## config.mk

```make
export PLATFORM = sky130hd
export DESIGN_NAME = odu_gmp_payload_gen
export DESIGN_NICKNAME = d
export VERILOG_FILES = /design/src/rtl/odu_gmp_payload_gen.sv
export SDC_FILE = /design/constraint.sdc
export NUM_CORES = 1
export LEC_CHECK = 0
export CORE_ASPECT_RATIO = 1.2
export CORE_MARGIN = 4
export CORE_UTILIZATION = 54
export CTS_CLUSTER_DIAMETER = 150
export DETAILED_ROUTE_END_ITERATION = 8
export PLACE_DENSITY = 0.8
export SETUP_SLACK_MARGIN = 0.5
export SYNTH_ARGS = -nofsm -noshare
export SYNTH_HDL_FRONTEND = slang
export SYNTH_SLANG_ARGS = --single-unit
```

## constraint.sdc

```tcl
create_clock -name clk -period 3.59 [get_ports clk]
set_input_delay 0.359 -clock clk [delete_from_list [all_inputs] [get_ports clk]]
set_output_delay 0.359 -clock clk [all_outputs]
set_load 0.1 [all_outputs]
```

## src/rtl/odu_gmp_payload_gen.sv

```systemverilog
// GMP payload word generator: emits client data or stuff per channel slot, tracks Cm and frame sync.
// Optional build macro ODU_PRBS_STUFF_EN fills stuff words from a PRBS-15 instead of STUFF_PATTERN.
module odu_gmp_payload_gen #(
    parameter int                DATA_W        = 8,
    parameter int                FRAME_SLOTS   = 15232,
    parameter int                SLOT_W        = 14,
    parameter logic [DATA_W-1:0] STUFF_PATTERN = '0
) (
    input  logic              clk,
    input  logic              rst,
    input  logic              enable_chid,
    input  logic              chid_type,
    input  logic              enable_gen_data,
    input  logic              frame_sync,
    input  logic              client_valid,
    input  logic [DATA_W-1:0] client_data,
    output logic              client_pop,
    output logic              pl_valid,
    output logic [DATA_W-1:0] pl_data,
    output logic              pl_is_data,
    output logic              pl_sof,
    output logic              frame_type,
    output logic [SLOT_W-1:0] cm_count,
    output logic              cm_valid,
    output logic              underflow,
    output logic              sync_err,
    output logic              run
);

    typedef enum logic {IDLE = 1'b0, RUN = 1'b1} state_t;

    localparam logic [SLOT_W-1:0] LAST_SLOT = SLOT_W'(FRAME_SLOTS - 1);

    state_t            state, state_nxt;
    logic [SLOT_W-1:0] slot, acc;
    logic [SLOT_W-1:0] slot_cur, acc_sum;
    logic              take, misaligned, data_req, pop;
    logic [DATA_W-1:0] stuff_word;

    assign run        = (state == RUN);
    assign take       = run & enable_chid;
    assign misaligned = run & frame_sync & (slot != '0);
    assign data_req   = take & enable_gen_data;
    assign pop        = data_req & client_valid;
    assign client_pop = pop;

    // A misaligned sync re-anchors the frame on the current cycle, so this slot becomes slot 0.
    assign slot_cur = misaligned ? '0 : slot;
    assign acc_sum  = (misaligned ? '0 : acc) + SLOT_W'(data_req);

`ifdef ODU_PRBS_STUFF_EN
    logic [14:0] lfsr, lfsr_adv;

    always_comb begin
        lfsr_adv   = lfsr;
        stuff_word = '0;
        for (int i = 0; i < DATA_W; i++) begin
            stuff_word[DATA_W-1-i] = lfsr_adv[14];
            lfsr_adv = {lfsr_adv[13:0], lfsr_adv[14] ^ lfsr_adv[13]};
        end
    end

    always_ff @(posedge clk or posedge rst) begin
        if (rst)
            lfsr <= 15'h7FFF;
        else if (take && !pop)
            lfsr <= lfsr_adv;
    end
`else
    assign stuff_word = STUFF_PATTERN;
`endif

    always_ff @(posedge clk or posedge rst) begin
        if (rst)
            state <= IDLE;
        else
            state <= state_nxt;
    end

    // NOTE: next-state is defaulted to the current state first so no path leaves it unassigned (no latch).
    always_comb begin
        state_nxt = state;
        if (state == IDLE && frame_sync)
            state_nxt = RUN;
    end

    // NOTE: all state below uses non-blocking assignments so every register samples pre-edge values.
    always_ff @(posedge clk or posedge rst) begin
        if (rst) begin
            slot       <= '0;
            acc        <= '0;
            pl_valid   <= 1'b0;
            pl_data    <= '0;
            pl_is_data <= 1'b0;
            pl_sof     <= 1'b0;
            frame_type <= 1'b0;
            cm_count   <= '0;
            cm_valid   <= 1'b0;
            underflow  <= 1'b0;
            sync_err   <= 1'b0;
        end else begin
            cm_valid   <= 1'b0;
            pl_valid   <= take;
            pl_sof     <= take & (slot_cur == '0);
            pl_is_data <= pop;
            if (take)
                pl_data <= pop ? client_data : stuff_word;
            if (data_req && !client_valid)
                underflow <= 1'b1;
            if (misaligned) begin
                sync_err   <= 1'b1;
                frame_type <= chid_type;
            end

            if (state == IDLE) begin
                if (frame_sync) begin
                    frame_type <= chid_type;
                    slot       <= enable_chid ? SLOT_W'(1) : '0;
                    acc        <= '0;
                end
            end else if (take) begin
                if (slot_cur == LAST_SLOT) begin
                    slot       <= '0;
                    acc        <= '0;
                    cm_count   <= acc_sum;
                    cm_valid   <= 1'b1;
                    frame_type <= chid_type;
                end else begin
                    slot <= slot_cur + SLOT_W'(1);
                    acc  <= acc_sum;
                end
            end else if (misaligned) begin
                slot <= '0;
                acc  <= '0;
            end
        end
    end

endmodule

```

==> images/floorplan.png <==
Drawn at 4 px/µm. Pins as bars on the die edge.
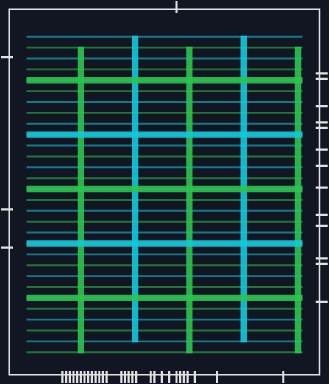
Green stands for VSS. Cyan stands for VDD.
30 met1 rails follow the rows. The core has 29 rows. 46 signal pins sit on the boundary. 5 straps on met5. 5 straps on met4.
Die H: 91.0 µm
width of the die: 77.2 µm
core region area: 5440 µm²
worst vdd rail ir drop: 0.000287 V

==> images/class_map.png <==
Drawn at 3 px/µm. Fill, decap, tap and diode cells in grey.
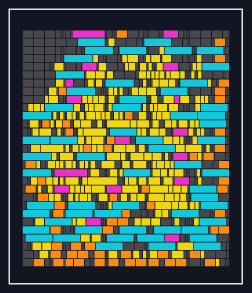
Orange stands for remaining buffers and delay cells, cells 60. Cyan stands for registers, cells 58. Yellow stands for remaining logic cells, cells 236. Magenta stands for clock drivers and dummy loads, cells 16.
post-layout instance area: 3930 µm²
final core utilization: 0.721

==> images/clock_wires.png <==
Drawn at 6 px/µm.
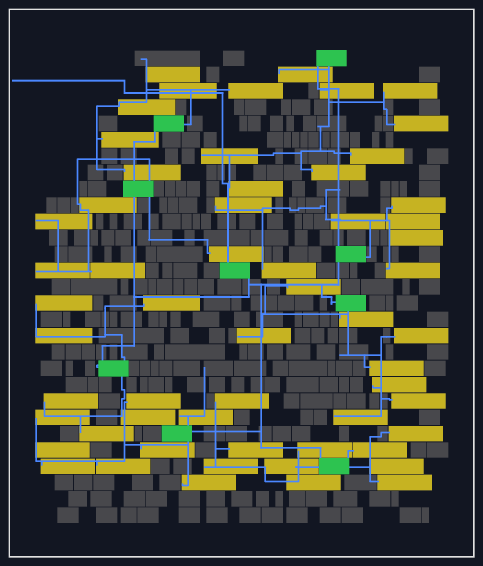
Yellow stands for flip-flops, count 58. Green stands for clock-net drivers, count 9. Blue stands for clock wires, length 833 µm.
Position of the flops: spread over the die.
clock group total power: 721 µW
worst clock skew on the final layout: 0.00949 ns
power share of the clock group: 0.420
clock latency of the later-clocked register in the worst-skew pair: 0.35 ns

==> notes.md <==
Latest figures from synthesis and place and route.

The run finished with clean final reports. The register clock-pin slew on the reported worst setup and hold paths is 0.07 ns. The core utilization before placement is 0.570. The detailed router's first-iteration violation count is 323.

The reported leakage power is 0.00168 µW. The count of nets after finishing is 384. The beginning of the worst register-to-register path is slot[9].

The report counts max-capacitance violations totalling 0. In the log, the iteration count for the first detailed-route pass is 5. Setup repair after global routing left no endpoint under its margin. The fraction of layout cells with a size suffix above 1 is 0.186.

The final critical-path required period is 3.01 ns. The initial antenna violation count was 0. The final count of negative-setup-slack endpoints is 0. The count of library flops with an enable pin is 0.

The count of cell types in the netlist is 59. On the critical path the data arrives at 3.27 ns. According to the hold report, the worst path is of the in -> async type. The critical path in this run is classified as reg -> reg. A synthesized cell averages 9.84 µm². The kind of launch point of the worst setup path is a register. The endpoint identified for the worst register-to-register timing path is acc[12]. TritonCTS built the clock tree. The share of synthesized area in the top cell type comes to 0.468.

The library cell occupying the most area in the post-synthesis netlist is sky130_fd_sc_hd__dfrtp_1. In the routed design, unresolved DRC markers number 0. The post-synthesis net count is 334.

The main area contributors are sky130_fd_sc_hd__dfrtp_1 (47%), sky130_fd_sc_hd__nand2_1 (4.8%), sky130_fd_sc_hd__nand3_1 (3.9%). The total instance count after detailed placement is 408. The maximum level of the CTS H-tree is 3. Per the timing report, the biggest fanout along the worst path comes to 6. Wires add up to 8200 µm. The cell chosen for the clock root is sky130_fd_sc_hd__clkbuf_8. The longest incremental delay of any stage on the critical path is reported as 0.54 ns.

The number of diodes added for antenna fixing is 0. The weighted congestion at the end of routability-driven global placement is 0.928. The boundary pin count is 46. STA classifies the critical path endpoint as a register.

After floorplanning, the die was sized to cover 7020 µm². Per Yosys stat, the portion of area used by sequential elements is 0.468. The average vias per placed instance is 6.38. The maximum clock path buffer count is 2. Overall routing resource usage recorded by global route was 0.239. In the synthesized netlist the async set-or-reset flop fraction comes to 1.00. The report puts the hold buffer count at CTS at 0.

The total standard cell area after synthesis is 3100 µm². The routed layout has 2758 vias. The remaining global-route overflow is 0. The setup slack on the worst flop-to-flop path is 0.58 ns. The sink count of the clock tree is 58. The detailed-route wire length per cell is 19.0 µm. The post-synthesis sequential element count is 58. The final hold violation count is 0. The timing-limited maximum frequency is 0.332 GHz. The number of synthesis warnings is 0. The power per standard cell area is 437 nW/µm².

The number of routed nets with antenna violations is 0. The number of global-route vias before repair is 2659. The number of cell instances after yosys synthesis is 315. The relative slew slack is 0.337.

The main flop type is sky130_fd_sc_hd__dfrtp_1.
==> images/layers.png <==
Drawn at 4 px/µm. Only two layers are drawn.
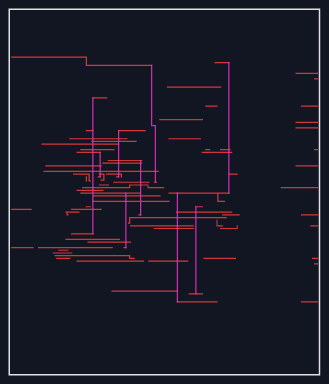
Magenta stands for M4, wire length 191 µm. Red stands for M3, wire length 631 µm.

==> images/placed.png <==
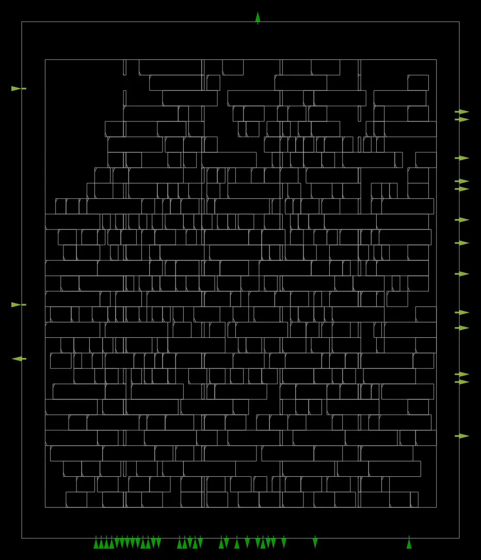
layout filler cell count: 391
Placement Rows: 29
Final Non-Filler Cells: 432

[per-layer routing]
layer,wire length [µm],up-vias,track usage
li1,-,1255,-
met1,3330,1348,0.310
met2,4040,132,0.378
met3,630,23,0.0554
met4,190,0,0.113
met5,0,-,0
[report_power, final]
| part | switching [µW] | leakage, µW | internal, µW |
|---|---|---|---|
| clock | 274 | 0.000119 | 446 |
| sequential | 28.3 | 0.000760 | 682 |
| combinational | 189 | 0.000801 | 94.0 |
| total | 492 | 0.00168 | 1220 |
[logic make-up after synthesis]
| family | share of synthesized area |
|---|---|
| xor gates and xnor gates | 0.0339 |
| DFF | 0.468 |
| buffers and inverters | 0.0533 |
| AOI/OAI and AO/OA | 0.180 |
| adders and majority gates | 0.0161 |
| and+or+nand+nor | 0.220 |
| muxes | 0.0282 |
[critical path: cells and delay by family, from the launching register on]
kind | cells | cell delay (ns)
AND/OR/NAND/NOR | 7 | 1.61
adder cells (fa/ha/maj) | 2 | 0.46
flip-flops | 1 | 0.45
AND-OR/OR-AND | 2 | 0.40
[worst max-delay path by stage]
| stage | end | from | slack [ns] |
|---|---|---|---|
| finish | acc[12] | slot[9] | 0.58 |
| global route | acc[12] | slot[4] | 0.45 |
| CTS | acc[12] | slot[10] | 0.53 |
| detailed placement | acc[12] | slot[9] | 0.50 |
| global placement | cm_count[5] | frame_sync | 0.61 |
| floorplan | acc[12] | run | 0.50 |
[through the flow]
stage               hold slack (ns)  cell area (µm²)  total power (µW)  worst slack [ns]
global route                  0.425             3930              1770             0.447
CTS                           0.370             3830              1710             0.528
finish                        0.360             3930              1710             0.582
floorplan                     0.447             3130               916             0.504
detailed placement            0.450             3570               991             0.502
global placement              0.445             3570               985             0.614
[cells in the final DEF, fill, tap and decap left out, drive strengths merged, types with 9 or more instances in the layout]
| cell type | n |
|---|---|
| dfrtp | 58 |
| clkdlybuf4s50 | 44 |
| o21ai | 12 |
| nand2 | 40 |
| nand3 | 25 |
| a21oi | 9 |
| xnor2 | 9 |
| and2 | 9 |
| nor2 | 12 |
| a22o | 10 |
| inv | 12 |
| nand4 | 11 |
| a31oi | 11 |
| buf | 16 |
| clkbuf | 12 |
[registers in the layout, indices dropped and copies added, names as in the netlist]
name,cells
cm_count,14
acc,14
pl_valid,1
underflow,1
frame_type,1
cm_valid,1
pl_is_data,1
run,1
pl_sof,1
pl_data,8
slot,14
sync_err,1
[cell type report]
| cell class | count | area [µm²] | share of cell area |
|---|---|---|---|
| sequential | 58 | 1470 | 0.373 |
| inverter | 12 | 45.0 | 0.0115 |
| timing repair buffer | 60 | 561 | 0.143 |
| tap | 62 | 77.6 | 0.0198 |
| multi-input combinational | 224 | 1540 | 0.392 |
| clock inverter | 4 | 72.6 | 0.0185 |
| clock buffer | 12 | 165 | 0.0421 |
[what timing repair did]
action | in CTS | in global routing
setup endpoints to repair | 1 | 3
pin swaps | 0 | 4
buffers inserted | 0 | 8
gates cloned | 0 | 0
resized | 2 | 14
Power figures rest on the tool's default switching activity, not on a simulated workload.
